==> config.mk <==
export PLATFORM = sky130hd
export DESIGN_NAME = board_ctrl
export DESIGN_NICKNAME = d
export VERILOG_FILES = /design/src/rtl/board_pkg.sv /design/src/rtl/btn_debounce.sv /design/src/rtl/board_ctrl.sv
export SDC_FILE = /design/constraint.sdc
export NUM_CORES = 1
export LEC_CHECK = 0
export CAP_MARGIN = 20
export CORE_MARGIN = 4
export CORE_UTILIZATION = 70
export CTS_BUF_LIST = sky130_fd_sc_hd__clkbuf_4 sky130_fd_sc_hd__clkbuf_8
export DETAILED_ROUTE_END_ITERATION = 12
export DONT_BUFFER_PORTS = 1
export PLACE_DENSITY = 0.86
export SYNTH_ARGS = -nofsm -noshare
export SYNTH_HDL_FRONTEND = slang
export SYNTH_SLANG_ARGS = --single-unit
==> constraint.sdc <==
create_clock -name clk0 -period 4 [get_ports clk0]
set_clock_uncertainty 0.2 [all_clocks]
set_input_delay 0.4 -clock clk0 [delete_from_list [all_inputs] [get_ports clk0]]
set_output_delay 0.4 -clock clk0 [all_outputs]
set_load 0.01 [all_outputs]
run_1/closeup.png
The bar under the picture is 10 um long. Window x 4 to 29, y 4 to 29 um. Cells in gray, sequential cells in the stronger gray; small squares are vias.
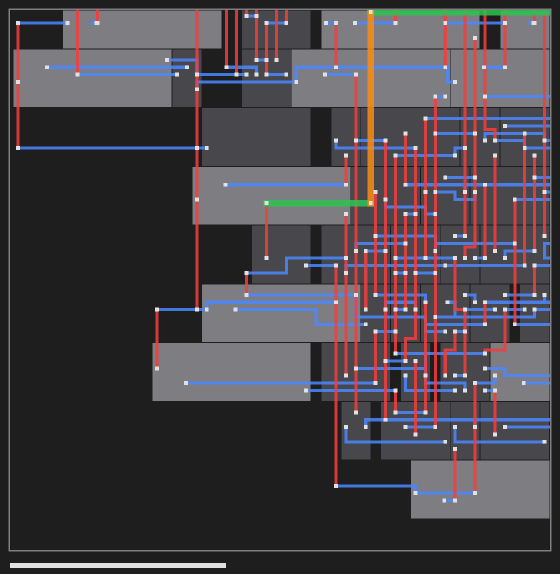
legend:
  red:
    layer: M2
  green:
    layer: M3
  blue:
    layer: M1
  orange:
    layer: M4
sequential cells in the window: 9
cells with their middle in the window: 37
most frequent: dfxtp_1 (9), xor2_1 (6), nor2_1 (6)

run_1/blocks.png
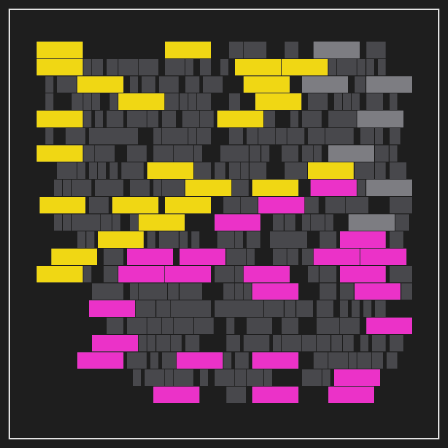
legend:
  yellow:
    scope: u_db_rst
    flops: 23
  magenta:
    scope: u_db_run
    flops: 24
final std cells w/o fill: 326
Die Size: 4560 um^2

run_1/gates.png
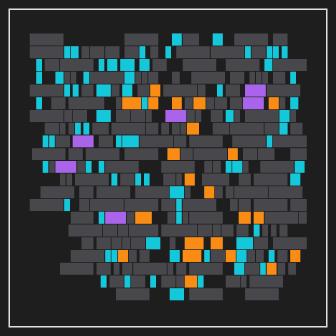
legend:
  purple:
    family: fa/ha/maj cells
    cells: 6
  orange:
    family: and/or cells
    cells: 22
  cyan:
    family: nor cells
    cells: 71
    where: spread over the die
Commonest Layout Cell: dfxtp_1
share of the final layout cell area in multi-input gates: 50.1%

run_1/congestion_map.png
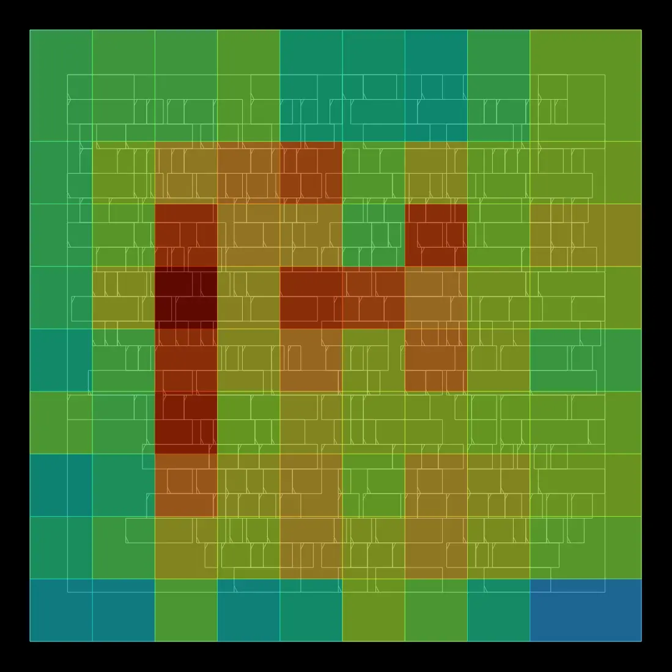
final core area utilization: 76.7%
wire per inst: 13.5 um
met2 track demand over resource in global routing: 36.7%
busiest layer in global routing: met2

==> flow_summary.rst, run 1 <==
Implementation results
======================

.. list-table::
   :header-rows: 1

   * - Metric
     - Value
   * - Switching power of the nets
     - 0.237 mW
   * - R2r worst-path depth
     - 6
   * - Area of the core
     - 3390 um^2
   * - Area share of and-or/or-and cells after synthesis
     - 6.06%
   * - Post-CTS Setup Repair Bufs
     - 0
   * - Number of max-cap violations
     - 0
   * - Number of global-route vias before repair
     - 1,785
   * - Top FF cell, synth
     - dfxtp_1
   * - Final setup TNS
     - 0 ns
   * - Maximum fanout count along the critical path
     - 5
   * - Number of cell rows
     - 21
   * - Slowest cell delay on critical path
     - 0.45 ns
   * - Chip area from the yosys synthesis statistics
     - 2480 um^2
   * - Routed WL
     - approximately 4400 um
   * - Crit path required time
     - between 3 and 4 ns
   * - Clk Tree Root Cell
     - clkbuf_4
   * - Total setup violations reported at the end of the flow
     - 0
   * - # clock sinks
     - between 50 and 60
   * - Largest net degree at the start of global routing
     - 21
   * - Mapped Area
     - 2480 um^2
   * - Ratio of final minimum period to clock period
     - 55.3%
   * - Total cells reported by yosys after synthesis
     - roughly 280
   * - Biggest combinational cell group after synthesis
     - simple AND/OR/NAND/NOR gates
   * - Distinct lib cells
     - 39
   * - Gate count after technology mapping
     - approximately 280
   * - Switch share
     - 25.0%
   * - Synthesized net count
     - 287
   * - Proportion of layout cells with a drive suffix above 1
     - approximately 7.5%
   * - DRT antenna net count
     - 0
   * - Run status
     - finished, final reports clean
   * - Fraction of registers with async set or reset after synthesis
     - 0%
   * - Gate power share
     - a little under an eighth
   * - DRC Markers
     - 0
   * - Number of synthesized register bits
     - about 54
   * - Initial antenna violation count
     - 0
==> run 1: layout make-up <==
type / count / area share, %
inverter: 15 / 2.17
multi-input combinational: 199 / 50.1
clock buffer: 7 / 2.26
clock inverter: 1 / 0.193
timing repair buffer: 4 / 1.44
tap: 46 / 2.21
sequential: 54 / 41.6
==> run 1: worst max-delay path: cells and delay by family (launching register included) <==
kind,cells,cell delay [ns]
adder cells (fa/ha/maj),1,0.17
flip-flops,1,0.36
buffers and inverters,1,0.08
AND/OR/NAND/NOR,2,0.63
==> run 1: synthesized netlist by cell type, types with 2 or more instances <==
cell | instances | area share [%]
dfxtp_1 | 54 | 44
nor4bb_1 | 2 | 0.81
nor3_1 | 6 | 1.2
nor2b_1 | 5 | 1.3
nand4_4 | 2 | 1.7
clkbuf_1 | 5 | 0.76
nor4_1 | 8 | 2.0
nor4b_1 | 6 | 2.1
nand3b_1 | 3 | 0.91
nand4_1 | 8 | 2.0
o21ai_0 | 5 | 1.0
nand2_1 | 14 | 2.1
or4_1 | 5 | 1.5
a21oi_1 | 9 | 1.8
xnor2_1 | 24 | 8.5
nor2_1 | 44 | 6.7
or2_1 | 2 | 0.50
ha_1 | 6 | 3.0
and3_1 | 3 | 0.76
o31ai_1 | 5 | 1.5
or3_1 | 6 | 1.5
or3_4 | 2 | 0.91
inv_1 | 15 | 2.3
xor2_1 | 9 | 3.2
nand3_1 | 14 | 2.8
==> run 1: per-stage QoR <==
stage               cells  setup slack (ns)  area, um^2  utilization (%)  total power [mW]
floorplan             276              2.09        2480                -             0.687
global placement      315              1.97        2500             73.9             0.698
detailed placement    315              1.92        2500             73.9             0.707
CTS                   326              1.79        2600             76.7             0.958
global route          326              1.66        2600             76.7             0.997
finish                326              1.79        2600             76.7             0.948
==> run 1: layer usage <==
layer | track usage [%] | wire [um] | vias to the layer above | share of wire [%]
met1 | 28.3 | 2090 | 892 | 47
li1 | - | - | 958 | -
met4 | 8.86 | 74 | 0 | 1.7
met5 | 0 | 0 | - | 0
met2 | 36.7 | 2070 | 36 | 47
met3 | 4.66 | 171 | 7 | 3.9
==> run 1: kinds of logic after synthesis <==
| logic type | count (synthesis) |
|---|---|
| and+or+nand+nor | 136 |
| DFF | 54 |
| xor gates and xnor gates | 33 |
| AOI/OAI and AO/OA | 23 |
| buffers and inverters | 23 |
| adders and majority gates | 6 |
| muxes | 1 |
==> run 1: power groups by stage <==
stage                     Sequential [mW]  Combinational [mW]  Clock, mW
after detailed placement            0.602               0.104          0
final                               0.590               0.108      0.250
after global routing                0.595               0.124      0.278
after CTS                           0.590               0.109      0.259
after floorplan                     0.596              0.0912          0
after global placement              0.601              0.0976          0
==> run 1: cell usage in the layout (no fill, tap or decap), drive strengths merged, types with 5 or more instances in the layout <==
| cell type | instances |
|---|---|
| nor2 | 44 |
| xor2 | 9 |
| nor2b | 5 |
| clkbuf | 7 |
| dfxtp | 54 |
| xnor2 | 24 |
| or4 | 6 |
| or3 | 9 |
| nor4 | 8 |
| a21oi | 9 |
| inv | 15 |
| nand2 | 14 |
| ha | 6 |
| o21ai | 6 |
| nor3 | 6 |
| o31ai | 5 |
| nor4b | 6 |
| nand4 | 10 |
| nand3 | 16 |
==> inputs of run 2 (changes only) <==
- CORE_UTILIZATION: 70 -> 59
- PLACE_DENSITY: 0.86 -> 0.78
- clock period: 4 -> 2 ns (I/O delays scaled with it)
run_2/gates.png
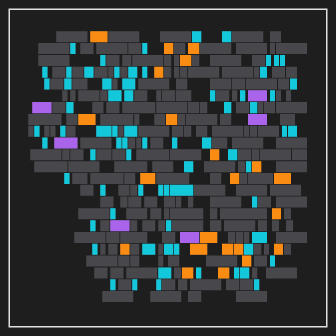
legend:
  orange:
    family: and/or cells
    cells: 22
  purple:
    family: fa/ha/maj cells
    cells: 6
  cyan:
    family: nor cells
    cells: 71
    where: spread over the die
share of the final layout cell area in multi-input gates: 47.4%
final std cells w/o fill: 343

==> run 2 against run 1 <==
  * Wire length increased by 7.0%
  * Area after synthesis is the same
  * Final cell count is 5.2% higher
  * Power increased by 130%
  * Utilization decreased by 7.3 points
  * Design area rose by 7.6%
  * Critical path type is now reg -> reg
  * Largest power group unchanged
==> flow_summary.rst, run 2 <==
Implementation results
======================

.. list-table::
   :header-rows: 1

   * - Metric
     - Value
   * - Run status
     - finished, final reports clean
   * - Initial antenna violation count
     - 0
   * - List of most frequent post-synthesis cells
     - 54 x dfxtp_1, 44 x nor2_1, 24 x xnor2_1, 15 x inv_1
   * - DRC Markers
     - 0
   * - Placed cell count
     - 330
   * - Top FF cell, synth
     - dfxtp_1
   * - Distinct lib cells
     - 39
   * - Crit path required time
     - 2.05 ns
   * - R2r worst-path depth
     - 4
   * - Most frequent cells in the layout
     - 47 x dfxtp_1, 44 x nor2_1, 24 x xnor2_1
   * - Synthesized net count
     - 287
   * - Total setup violations reported at the end of the flow
     - 0
   * - Number of max-cap violations
     - 0
   * - Proportion of layout cells with a drive suffix above 1
     - 15.7%
   * - # clock sinks
     - between 50 and 60
   * - Mapped Area
     - around 2500 um^2
   * - Number of global-route vias before repair
     - about 1,900
   * - Clk Tree Root Cell
     - clkbuf_8
   * - Die Size
     - 5300 um^2
   * - Commonest Layout Cell
     - dfxtp_1
   * - Ranking of synthesized cells by area
     - dfxtp_1 44%, xnor2_1 8.5%, nor2_1 6.7%, xor2_1 3.2%, ha_1 3.0%
   * - Gate count after technology mapping
     - about 280
   * - Largest net degree at the start of global routing
     - 20
   * - Number of cell rows
     - 23
   * - Count leader, synth
     - dfxtp_1
   * - Total cells reported by yosys after synthesis
     - 276
   * - Final setup TNS
     - 0 ns
   * - Area of the core
     - 4030 um^2
   * - Area share of the largest cell type after synthesis
     - 43.6%
   * - Number of synthesized register bits
     - ~54
   * - Routed WL
     - 4710 um
[run 2: netlist changes by cell type in the layout (fill, tap and decap cells not counted), moves of 2 or more]
| cell | change |
|---|---|
| buf_4 | +12 |
| dfxtp_2 | +7 |
| clkbuf_4 | -6 |
| dfxtp_1 | -7 |
| or3_4 | +2 |
| clkbuf_8 | +4 |
| or3_1 | -2 |
[run 2: critical path, cell delays in order (launching register included)]
cell     delay, ns
dfxtp_1       0.44
nand4_4       0.18
or3_4         0.47
or4_1         0.41
a21oi_1       0.15
[run 2: timing repair]
| action | CTS | global route |
|---|---|---|
| setup endpoints to repair | 0 | 26 |
| endpoints found under the hold margin | 15 | 0 |
| setup buffers | 0 | 2 |
| resized | 0 | 12 |
| hold buffers | 3 | 0 |
[run 2: kinds of logic (layout without fill, tap and decap cells)]
kind of cell	after synthesis	in the layout	synth area share, %
xor+xnor	33	33	11.7
compound gates	23	23	6.06
simple gates	136	136	31.4
flops	54	54	43.6
fa+ha+maj	6	6	3.03
buf+inv	23	40	3.84
mux	1	1	0.404
[run 2: final cells by class]
| cell class | count | share of cell area [%] |
|---|---|---|
| Inverter | 15 | 2.01 |
| Multi-Input combinational cell | 199 | 47.4 |
| Clock inverter | 3 | 1.57 |
| Clock buffer | 5 | 2.46 |
| Timing Repair Buffer | 17 | 5.28 |
| Tap cell | 50 | 2.24 |
| Sequential cell | 54 | 39.0 |
[run 2: per-layer routing]
layer  part of all wire [%]  vias up  track usage [%]
met5                      0        -                0
met4                    1.8        0             8.61
met3                    5.3       13             4.96
met2                     48       48             31.2
met1                     45      935             24.7
li1                       -      985                -
[run 2: per-stage QoR]
step	utilization, %	total power [mW]	setup WS, ns	area, um^2
CTS	68.2	2.17	0.0216	2750
finish	69.4	2.16	0.0883	2800
floorplan	-	1.37	0.0903	2480
global route	69.4	2.27	0.0157	2800
detailed placement	64.7	1.41	0.0277	2610
global placement	64.7	1.40	0.0747	2610
[run 2: power by group]
group / internal, mW / switching (mW) / total [mW]
Sequential: 1.13 / 0.0451 / 1.18
Combinational: 0.123 / 0.117 / 0.240
Clock: 0.376 / 0.370 / 0.746
Power and IR drop assume default switching activity.
